`config.mk`:
```
export PLATFORM = sky130hd
export DESIGN_NAME = uart_loopback_ctrl
export DESIGN_NICKNAME = d
export VERILOG_FILES = /design/src/rtl/uart_pkg.sv /design/src/rtl/uart_loopback_ctrl.sv
export SDC_FILE = /design/constraint.sdc
export NUM_CORES = 1
export LEC_CHECK = 0
export CORE_ASPECT_RATIO = 1.75
export CORE_MARGIN = 2
export CORE_UTILIZATION = 47
export CTS_BUF_LIST = sky130_fd_sc_hd__clkbuf_8
export CTS_CLUSTER_SIZE = 14
export DETAILED_ROUTE_END_ITERATION = 8
export PLACE_DENSITY_LB_ADDON = 0.1
export SLEW_MARGIN = 20
export SYNTH_ARGS = -nofsm -noshare
export SYNTH_HDL_FRONTEND = slang
export SYNTH_SLANG_ARGS = --single-unit
```
`constraint.sdc`:
```
create_clock -name clk -period 3.2 [get_ports clk]
set_clock_uncertainty 0.2 [all_clocks]
set_input_delay 0.64 -clock clk [delete_from_list [all_inputs] [get_ports clk]]
set_output_delay 0.64 -clock clk [all_outputs]
set_load 0.02 [all_outputs]
```
`src/rtl/uart_pkg.sv`:
```
// Shared types and constants for the UART loopback path.
// Latency: n/a (declarations only).
// Backpressure: n/a (declarations only).
package uart_pkg;

    typedef enum logic [1:0] {
        IDLE,
        START,
        WAIT_ACK,
        WAIT_DONE
    } drain_state_t;

    localparam int         DATA_W  = 8;
    localparam logic [7:0] OVF_MAX = 8'hFF;

endpackage

```
`src/rtl/uart_loopback_ctrl.sv`:
```
// Sequences received bytes into the RX FIFO and drains them one at a time into the UART transmitter.
// Latency: rx_done->push 0 cycles; pop->tx_start 1 cycle; 3 cycles per-byte overhead beyond the frame.
// Backpressure: bytes arriving into a full FIFO are dropped and counted; the drain waits on tx_busy/tx_done.
//
// Ports:
//   clk, rst                       clock, synchronous active-high reset
//   en                             loopback enable, gates only the drain path
//   rx_done, rx_data               one-cycle byte strobe from the receiver
//   rx_fifo_full/push/wdata        FIFO write side
//   rx_fifo_empty/rdata/pop        FIFO read side (show-ahead data)
//   tx_start, tx_data              transmit request and byte
//   tx_busy, tx_done               transmitter status
//   ovf_clr, ovf_cnt               overflow counter clear / saturating count
//   tx_err                         sticky acknowledge-timeout flag
//   active                         drain FSM is not idle
module uart_loopback_ctrl
    import uart_pkg::*;
#(
    parameter int ACK_TIMEOUT = 64
) (
    input  logic              clk,
    input  logic              rst,
    input  logic              en,
    input  logic              rx_done,
    input  logic [DATA_W-1:0] rx_data,
    input  logic              rx_fifo_full,
    output logic              rx_fifo_push,
    output logic [DATA_W-1:0] rx_fifo_wdata,
    input  logic              rx_fifo_empty,
    input  logic [DATA_W-1:0] rx_fifo_rdata,
    output logic              rx_fifo_pop,
    output logic              tx_start,
    output logic [DATA_W-1:0] tx_data,
    input  logic              tx_busy,
    input  logic              tx_done,
    input  logic              ovf_clr,
    output logic [7:0]        ovf_cnt,
    output logic              tx_err,
    output logic              active
);

    // The timer counts WAIT_ACK cycles starting from 0 on the first one. The
    // abandon decision is taken on the cycle whose increment would reach
    // ACK_TIMEOUT-1, which lands tx_err exactly ACK_TIMEOUT cycles after the
    // tx_start cycle.
    localparam logic [7:0] TIMER_LAST = 8'(ACK_TIMEOUT - 2);

    drain_state_t state;
    drain_state_t state_nxt;
    logic [7:0]   timer;
    logic         ack_expired;
    logic         rx_ovf;

    // Receive path: purely combinational, independent of the drain FSM.
    assign rx_fifo_push  = rx_done & ~rx_fifo_full;
    assign rx_fifo_wdata = rx_data;
    assign rx_ovf        = rx_done & rx_fifo_full;

    assign ack_expired = (state == WAIT_ACK) && !tx_busy && (timer == TIMER_LAST);

    always_comb begin
        state_nxt   = state;
        rx_fifo_pop = 1'b0;
        case (state)
            IDLE: begin
                if (en && !rx_fifo_empty) begin
                    rx_fifo_pop = 1'b1;
                    state_nxt   = START;
                end
            end
            START: begin
                state_nxt = WAIT_ACK;
            end
            WAIT_ACK: begin
                if (tx_busy) begin
                    state_nxt = WAIT_DONE;
                end else if (ack_expired) begin
                    state_nxt = IDLE;
                end
            end
            WAIT_DONE: begin
                // tx_busy is deliberately ignored here; only tx_done ends the byte.
                if (tx_done) begin
                    state_nxt = IDLE;
                end
            end
            default: begin
                state_nxt = IDLE;
            end
        endcase
    end

    always_ff @(posedge clk) begin
        if (rst) begin
            state    <= IDLE;
            tx_data  <= '0;
            tx_start <= 1'b0;
            timer    <= '0;
            tx_err   <= 1'b0;
            active   <= 1'b0;
        end else begin
            state    <= state_nxt;
            // A pop always moves IDLE->START, so the registered pop is the start pulse.
            tx_start <= rx_fifo_pop;
            active   <= (state_nxt != IDLE);
            if (rx_fifo_pop) begin
                tx_data <= rx_fifo_rdata;
            end
            if (state == START) begin
                timer <= '0;
            end else if (state == WAIT_ACK && !tx_busy) begin
                timer <= timer + 8'd1;
            end
            if (ack_expired) begin
                tx_err <= 1'b1;
            end
        end
    end

    // Overflow counter: a clear that coincides with a drop still counts that drop.
    always_ff @(posedge clk) begin
        if (rst) begin
            ovf_cnt <= '0;
        end else if (ovf_clr) begin
            ovf_cnt <= rx_ovf ? 8'd1 : 8'd0;
        end else if (rx_ovf && ovf_cnt != OVF_MAX) begin
            ovf_cnt <= ovf_cnt + 8'd1;
        end
    end

endmodule

```
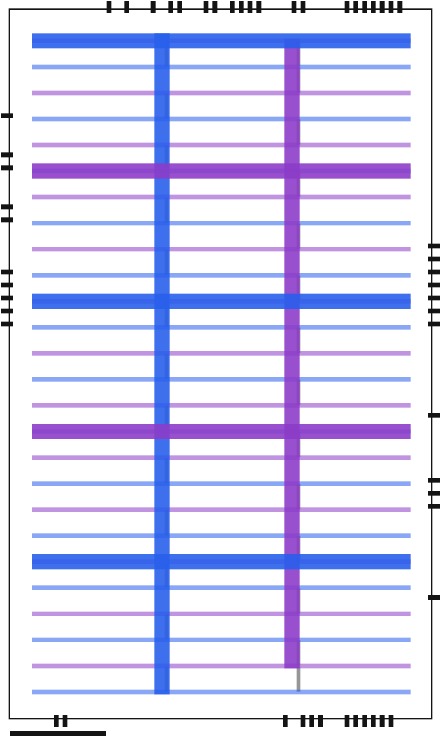
(images/pdn.png)
Scale bar: 10 µm. Pins as bars on the die edge. Tap cells in gray.
VDD: marked purple. VSS: marked blue.
2 straps on met4. 27 tap cells. 26 met1 rails follow the rows. 54 signal pins sit on the boundary.
worst ir drop on vdd: 315 µV
core footprint: 2690 µm²
overall die height: 73.9 µm

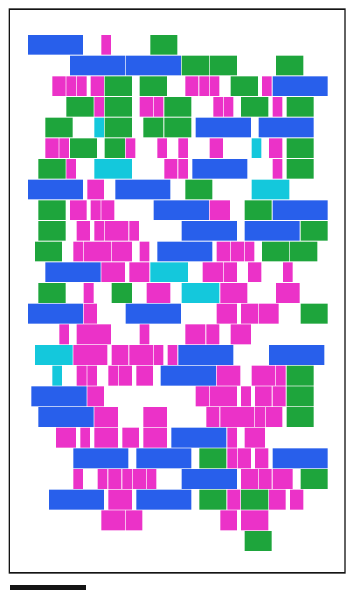
(images/cell_classes.png)
Scale bar: 10 µm.
other buffers and delay cells: marked green, cells 40, share of their area 23%. clock drivers and dummy loads: marked cyan, cells 8, share of their area 4.7%. flip-flops: marked blue, cells 29, share of their area 34%. all other logic: marked magenta, cells 114, share of their area 38%.
placement row count: 25
cell area after layout: 1740 µm²
Layout Utilization: 0.647
fraction of area in registers: 0.334

==> changes_impl.md <==
### Changed

* Via count of the first global-routing pass at 1151
* Achievable clock frequency at 354 MHz
* XOR/XNOR Area Share at 0.0533
* Worst hold-check path type: flip-flop to flip-flop
* Final critical delay including setup and external delays at 2.82 ns
* Final Hold Violating Endpoints at 0
* Setup crit start kind: primary input
* Count of yosys warnings during synthesis at 0
* DPL Wire Length at 2170 µm
* Ratio of routed vias to standard cells at 5.59
* Simple-gate share of the synthesized area at 0.247
* Global-route wire length before repair at 4770 µm
* Kind of critical path: primary input to primary output
* Logic gate fraction of the total cell area at 0.364
* Register bit total from synthesis at 29
* Number of diodes added for antenna fixing at 0
* Post-Place Cell Area at 1660 µm²
* Number of detailed-routing iterations run before antenna repair at 2
* Number of enable flip-flop cells at 0
* Cell Area, Synth at 1310 µm²
* Family with the most delay on the worst path: buffers and inverters
* Worst slew slack as a fraction of its limit at 0.599
* Fraction of area in clock buffers and inverters at 0.0460
* Starting DRT DRC Count at 17
* Critical path buffers and inverters at 3
* Bufs w/o clock at 40
* Logic pwr share at 0.122
* Final total negative setup slack at 0 ns
* Cell leakage power at 0.641 nW
* Initial antenna violation count at 0
* Non-clock buffering overhead at 0.226
* Port bufs at 37
* Total of fill cells in the finished design at 240
* Crit end category: primary output
* Async SR Flop Fraction at 0
* Root buf cell: clkbuf_8
* Final setup violation count at 0
* Yosys top cell area share at 0.442
* Post-synthesis chip area from yosys at 1310 µm²
* Pint at 0.000563 W
* Cell area leaders: dfxtp_1 (44%), nand2_1 (6.0%), a21oi_1 (5.7%)
* Comb area at 633 µm²
* Clock net sink count at 29
* Share of layout cells above drive strength 1 at 0.0733
* Dominant kind of cell: logic gates
* Largest combinational cell category by area: simple AND/OR/NAND/NOR gates
* Chip width at 44.0 µm
* Floorplan net count at 184
* Crit path required time at 2.36 ns
* Fraction of the mapped netlist area in adder cells at 0.0286
* Tapcell count at 27
* Slew Limit Fails at 0
* Unrepaired setup endpoints after global routing: false
* CLK BUF at 5
* Buffers from clock root to sink, at most at 2
* Tcrit/Tclk final at 0.882
* H-tree depth at 2
* WP data arrival at 1.98 ns
* Seq. cell area at 581 µm²
* MUX area fraction at 0.00762
* Crit path max fanout at 2
* Hold buffer count at CTS at 0
* Pwr Density at 423 nW/µm²
* Number of distinct library cells after synthesis at 36
* Most common cell on crit path: clkdlybuf4s50_1
* Number of nets still failing antenna checks after routing at 0
* List of most frequent post-synthesis cells: dfxtp_1 (29), nand2_1 (21), nor2_1 (17), a21oi_1 (15), buf_4 (8)
* TritonCTS clock tree: yes
* Critical path cell sequence: clkdlybuf4s50_1 -> nor2b_1 -> nand2_1 -> clkinv_1 -> clkdlybuf4s50_1
* Clock-pin transition on the worst setup and hold timing paths at 0.06 ns
* Power consumed by sequential cells at 0.000380 W
* Floorplan core density at 0.488
* Most frequent logic cell in the layout: clkdlybuf4s50_1
* Post-synth top flop: dfxtp_1
* Remaining global-route overflow at 0
* Biggest cell delay along the critical path at 0.59 ns
* Post-Syn Instances at 156
* Leading cell types in the layout, fill and taps excluded: clkdlybuf4s50_1 (37), dfxtp_1 (29), nand2_1 (21), nor2_1 (17), a21oi_1 (15)
* DR vias at 1218
* Count of sequential standard cells at 29
* Worst-case setup margin in the final layout at 0.377 ns
* # resized after CTS at 0
* Non-clk invs at 5
* Cell count listed in synth_stat.txt at 156
* Transition time at the pin with the least slew margin at 0.599 ns
* Average wire per cell in the routed design at 12.9 µm
* Post-CTS Setup Inserts at 0
* Switching power at 0.000172 W
* IO Count at 54
* Run status: complete, no violations
* Sequential share of the synthesized area at 0.442
* Total die size at 3250 µm²
* Register-to-register path setup slack at 1.50 ns
* Combinational power at 0.0000894 W
* Post-route worst hold slack at 0.256 ns
* Flop pwr share at 0.517
* Critical-path top delay cell: clkdlybuf4s50_1
* Maximum capacitance violations at 0
* Final net count at 218
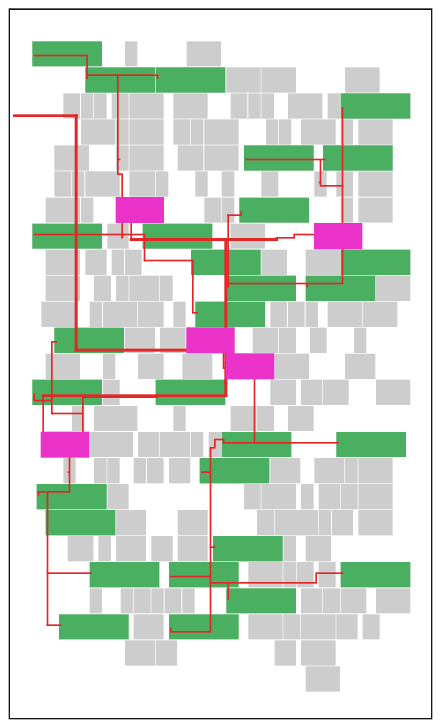
(images/clock_map.png)
flip-flops: marked green, count 29. clock wires: marked red, length 354 µm. cells driving clock nets: marked magenta, count 5.
There are 6 routed clock nets.
clock network fraction of design power: 0.362
power dissipated in the clock network: 0.000266 W
latest clock arrival within the worst-skew pair: 0.27 ns

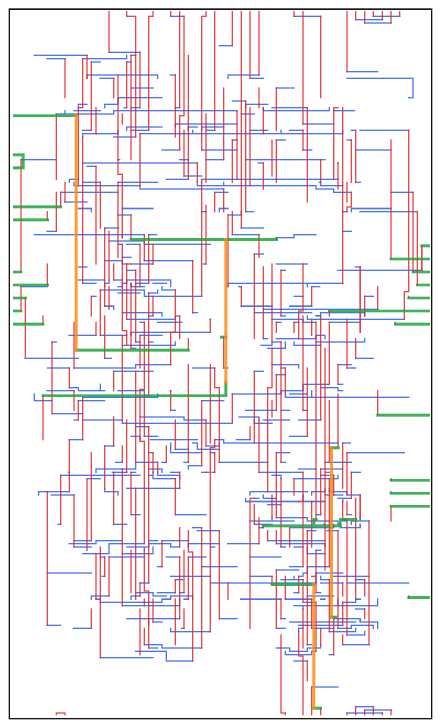
(images/metal_stack.png)
met2: marked red, wire length 1490 µm. met1: marked blue, wire length 1120 µm. met3: marked green, wire length 134 µm. met4: marked orange, wire length 70.0 µm.
wire length reported by the detailed router: 2810 µm
All-Layer GR Usage: 0.193

## metal layers
metal	track usage	share of wire
met1	0.199	0.40
met2	0.332	0.53
met3	0.0704	0.048
met4	0.104	0.025
met5	0	0
## final timing paths
| path | depth (start not counted) | startpoint | end |
|---|---|---|---|
| max | 5 | en | rx_fifo_pop |
| min | 2 | tx_data[7] | tx_data[7] |
| max reg2reg | 5 | ovf_cnt[0] | ovf_cnt[3] |
| min reg2reg | 2 | tx_data[7] | tx_data[7] |
## sequential cells by signal, indices dropped and copies added, names as in the netlist
register	count
tx_start	1
ovf_cnt	8
active	1
state	2
timer	8
tx_err	1
tx_data	8
## through the flow
step,cells,power (W)
final,218,0.000735
after global routing,218,0.000774
after CTS,218,0.000746
after detailed placement,210,0.000477
after global placement,210,0.000475
after floorplan,156,0.000443
Power is estimated from default activity; no workload was simulated.
